### config.mk
export PLATFORM = sky130hd
export DESIGN_NAME = ss_downsizer
export DESIGN_NICKNAME = d
export VERILOG_FILES = /design/src/rtl/ss_pkg.sv /design/src/rtl/ss_keep_msb_lane.sv /design/src/rtl/ss_downsizer.sv
export SDC_FILE = /design/constraint.sdc
export NUM_CORES = 1
export LEC_CHECK = 0
export CAP_MARGIN = 20
export CORE_MARGIN = 2
export CORE_UTILIZATION = 40
export CTS_CLUSTER_SIZE = 20
export DETAILED_ROUTE_END_ITERATION = 16
export PLACE_DENSITY = 0.68
export SYNTH_ARGS = -nofsm -noshare
export SYNTH_HDL_FRONTEND = slang
export SYNTH_SLANG_ARGS = --single-unit
### constraint.sdc
create_clock -name i_clk -period 2.38 [get_ports i_clk]
set_input_delay 0.476 -clock i_clk [delete_from_list [all_inputs] [get_ports i_clk]]
set_output_delay 0.476 -clock i_clk [all_outputs]
set_load 0.02 [all_outputs]
### src/rtl/ss_pkg.sv
// ss_pkg: shared types and helpers for the ss stream width converters.
//   ss_state_e  - downsizer control state (EMPTY / SEND)
//   lane_bytes  - bytes per narrow lane for a given wide width and ratio
//   idx_w       - bits needed to index one lane of a wide beat
package ss_pkg;

  typedef enum logic {
    EMPTY = 1'b0,
    SEND  = 1'b1
  } ss_state_e;

  function automatic int lane_bytes(input int in_bytes, input int ratio);
    return in_bytes / ratio;
  endfunction

  function automatic int idx_w(input int ratio);
    return $clog2(ratio);
  endfunction

endpackage

### src/rtl/ss_keep_msb_lane.sv
// ss_keep_msb_lane: combinational priority encoder over the lanes of a wide
// keep vector. Returns the index of the highest lane that has any keep bit
// set, or 0 when keep is all zero.
//   i_keep  [IN_BYTES]      wide byte enables
//   o_lane  [idx_w(RATIO)]  highest non-empty lane
module ss_keep_msb_lane
  import ss_pkg::*;
#(
  parameter int IN_BYTES = 8,
  parameter int RATIO    = 4
) (
  input  logic [IN_BYTES-1:0]     i_keep,
  output logic [idx_w(RATIO)-1:0] o_lane
);

  localparam int LB = lane_bytes(IN_BYTES, RATIO);
  localparam int IW = idx_w(RATIO);

  // Ascending scan: the last lane that matches wins, giving the highest one.
  always_comb begin
    o_lane = '0;
    for (int l = 0; l < RATIO; l++) begin
      if (|i_keep[l*LB +: LB]) begin
        o_lane = IW'(l);
      end
    end
  end

endmodule

### src/rtl/ss_downsizer.sv
// ss_downsizer: splits each wide ss beat into RATIO narrow beats, lowest lane
// first, trimming empty trailing lanes on the final beat of a packet.
//   i_clk, i_rst_n            clock, async active-low reset
//   i_in_*  / o_in_ready      wide input stream (valid, data, keep, last, user)
//   o_out_* / i_out_ready     narrow output stream
//   o_out_clk, o_out_rst_n    clock/reset forwarded to the downstream slice
//
// state | meaning
// EMPTY | holding register free, input accepted
// SEND  | emitting lane r_idx of the held beat, up to lane r_end_idx
module ss_downsizer
  import ss_pkg::*;
#(
  parameter int IN_BYTES = 8,
  parameter int RATIO    = 4,
  parameter int USER_W   = 4
) (
  input  logic                           i_clk,
  input  logic                           i_rst_n,
  input  logic                           i_in_valid,
  output logic                           o_in_ready,
  input  logic [8*IN_BYTES-1:0]          i_in_data,
  input  logic [IN_BYTES-1:0]            i_in_keep,
  input  logic                           i_in_last,
  input  logic [USER_W-1:0]              i_in_user,
  output logic                           o_out_clk,
  output logic                           o_out_rst_n,
  output logic                           o_out_valid,
  input  logic                           i_out_ready,
  output logic [8*IN_BYTES/RATIO-1:0]    o_out_data,
  output logic [IN_BYTES/RATIO-1:0]      o_out_keep,
  output logic                           o_out_last,
  output logic [USER_W-1:0]              o_out_user
);

  localparam int LB = lane_bytes(IN_BYTES, RATIO);
  localparam int LW = 8 * LB;
  localparam int IW = idx_w(RATIO);

  ss_state_e              r_state;
  ss_state_e              w_state_nxt;
  logic [IW-1:0]          r_idx;
  logic [IW-1:0]          r_end_idx;
  logic [8*IN_BYTES-1:0]  r_data;
  logic [IN_BYTES-1:0]    r_keep;
  logic                   r_last;
  logic [USER_W-1:0]      r_user;

  logic [IW-1:0]          w_msb_lane;
  logic                   w_last_lane;
  logic                   w_in_fire;
  logic                   w_out_fire;

  assign o_out_clk   = i_clk;
  assign o_out_rst_n = i_rst_n;

  ss_keep_msb_lane #(
    .IN_BYTES (IN_BYTES),
    .RATIO    (RATIO)
  ) u_keep_msb_lane (
    .i_keep (i_in_keep),
    .o_lane (w_msb_lane)
  );

  assign w_last_lane = (r_idx == r_end_idx);
  assign w_in_fire   = i_in_valid & o_in_ready;
  assign w_out_fire  = o_out_valid & i_out_ready;

  always_ff @(posedge i_clk or negedge i_rst_n) begin
    if (!i_rst_n) begin
      r_state <= EMPTY;
    end else begin
      r_state <= w_state_nxt;
    end
  end

  always_comb begin
    w_state_nxt = r_state;
    case (r_state)
      EMPTY:   if (w_in_fire) w_state_nxt = SEND;
      // A new beat arriving on the final-lane handshake keeps us in SEND.
      SEND:    if (w_out_fire && w_last_lane && !i_in_valid) w_state_nxt = EMPTY;
      default: w_state_nxt = EMPTY;
    endcase
  end

  // out.ready reaches in.ready only through the final-lane handshake term.
  always_comb begin
    o_out_valid = 1'b0;
    o_in_ready  = 1'b0;
    case (r_state)
      EMPTY: o_in_ready = 1'b1;
      SEND: begin
        o_out_valid = 1'b1;
        o_in_ready  = i_out_ready & w_last_lane;
      end
      default: o_in_ready = 1'b0;
    endcase
  end

  // Non-last beats always emit every lane, even all-zero-keep ones; a last
  // beat with no keep bits still emits lane 0 so the boundary survives.
  always_ff @(posedge i_clk or negedge i_rst_n) begin
    if (!i_rst_n) begin
      r_idx     <= '0;
      r_end_idx <= '0;
      r_data    <= '0;
      r_keep    <= '0;
      r_last    <= 1'b0;
      r_user    <= '0;
    end else if (w_in_fire) begin
      r_idx     <= '0;
      r_end_idx <= i_in_last ? w_msb_lane : IW'(RATIO - 1);
      r_data    <= i_in_data;
      r_keep    <= i_in_keep;
      r_last    <= i_in_last;
      r_user    <= i_in_user;
    end else if (w_out_fire && !w_last_lane) begin
      r_idx     <= r_idx + 1'b1;
    end
  end

  assign o_out_data = r_data[r_idx*LW +: LW];
  assign o_out_keep = r_keep[r_idx*LB +: LB];
  assign o_out_last = r_last & w_last_lane;
  assign o_out_user = r_user;

endmodule

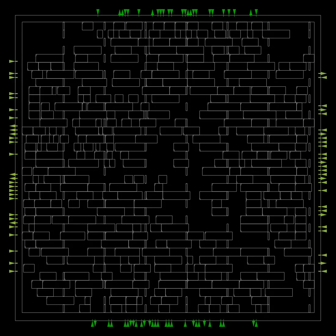
(images/placement.png)
seq_cells: 82
core area: 0.00964 mm2
Std-Cell Rows: 36
# fillers: 819
Well Taps: 133

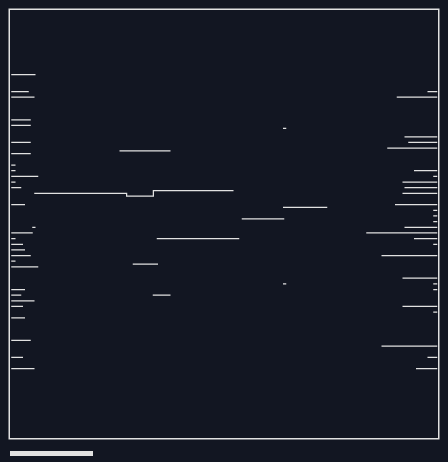
(images/layer_met3.png)
Bar = 20 um.
longest straight run: 22.1 um
wire length on this layer: 368 um
grt met3 use: 4.27%
Via Count: 2,296
WL final: 7760 um

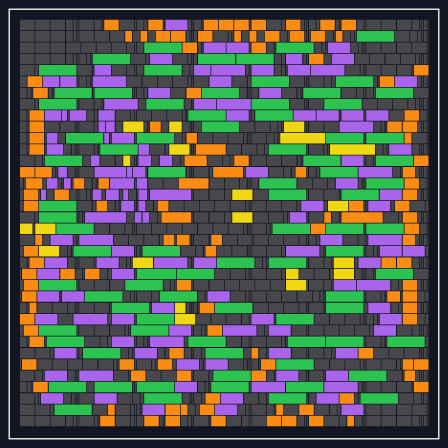
(images/placement_by_type.png)
Fill, decap, tap and diode cells in grey.
| colour | class | cells | share of their area |
|---|---|---|---|
| orange | other buffers and delay cells | 124 | 23% |
| purple | combinational and other logic | 124 | 34% |
| green | flops | 82 | 39% |
| yellow | clock drivers and dummy loads | 20 | 5.2% |
fraction of area in registers: 37.5%
design area: 0.00548 mm2
Final Util: 56.8%

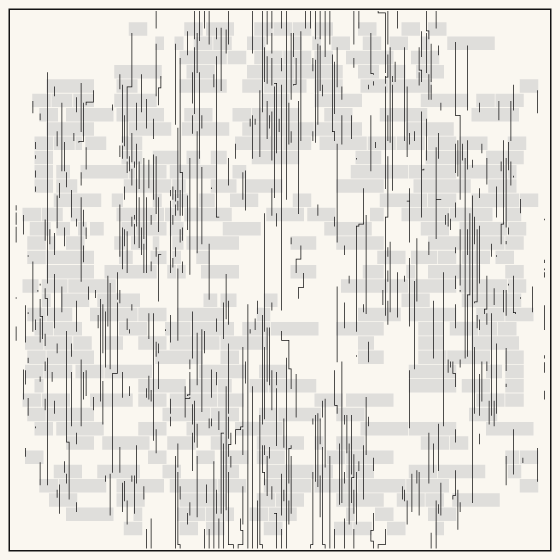
(images/layer_met2.png)
main direction: vertical
nets with wire on the layer: 388
wire length on this layer: 3,720 um
share of all routed wire: 48%
longest straight run: 58.5 um
met2 Track Usage GR: 23.5%

critical path: stages, from the launching register on:
cell and delay (ns):
dfrtp_1 0.40, buf_4 0.14, buf_8 0.16, mux4_2 0.52, buf_2 0.18
flip-flops by register name (all words and copies together), names as in the netlist:
name	flops
r_end_idx	2
r_state	1
r_idx	2
r_data	64
r_keep	8
r_last	1
o_out_user	4
metal layers:
metal | part of all wire [%] | global-route usage, % | wire (um) | up-vias
met2 | 48 | 23.5 | 3720 | 65
met5 | 0 | 0 | 0 | -
met3 | 4.7 | 4.27 | 368 | 12
met1 | 46 | 20.7 | 3560 | 1152
li1 | - | - | - | 1067
met4 | 1.4 | 5.57 | 109 | 0
where the power goes:
part / switching [mW] / internal [mW]
logic: 1.55 / 2.44
clock network: 0.543 / 0.744
registers: 0.414 / 2.11
total: 2.51 / 5.30
==> flow_summary.ini <==
; generated from flow reports
[cts]
cts_tree = done
cts_resized = 66

[final_layout]
final_cell_mix = clkdlybuf4s50_1, dfrtp_1, mux2_4, mux4_2, buf_2
comb_area_share_pct = 32.4
final_common_cell = clkdlybuf4s50_1
area_growth_pct = 40.0
fin_nets = 426
nNonClkInverters = 2

[min_path]
hold_path.class = in -> async

[status]
outcome = finished, final reports clean

[job]
warnings = 29

[placed_design]
dpl.hpwl_um = 5220

[setup_path]
crit_start = r_idx[0]
start_kind = flop
r2r_slack_ns = 0.31
reg2reg_from = r_idx[0]

[synthesis]
synth.most_common_cell = dfrtp_1
synth-seq-cells = 82
flop_cell = dfrtp_1
topCellsByArea = dfrtp_1, mux2_4, mux4_2, mux2_2, buf_6
synth_cells = 221
edf_count = 0
ys_async_sr_fraction_pct = 100

[floorplanning]
io_pins = 108
die_y_um = 103
fp.dieW_um = 103
chip_area_mm2 = 0.0106

[global_route]
grt_pass1_wl_um = 12000

[final_timing]
hold_viol = 0
fmax_mhz = 432
finalCritPeriodShare_pct = 97.2
min_period_ns = 2.31
slew_viol_final = 0
setup_ws_ns = 0.0664
setup_tns_ns = 0
max_slew.worst_pin.slew_ns = 0.464

[pwr]
p_leak_nw = 2.36

[routing]
ant_nets = 0
route.detailed.drc = 0
post_drt_wl_per_cell_um = 16.1
Power and IR drop assume default switching activity.
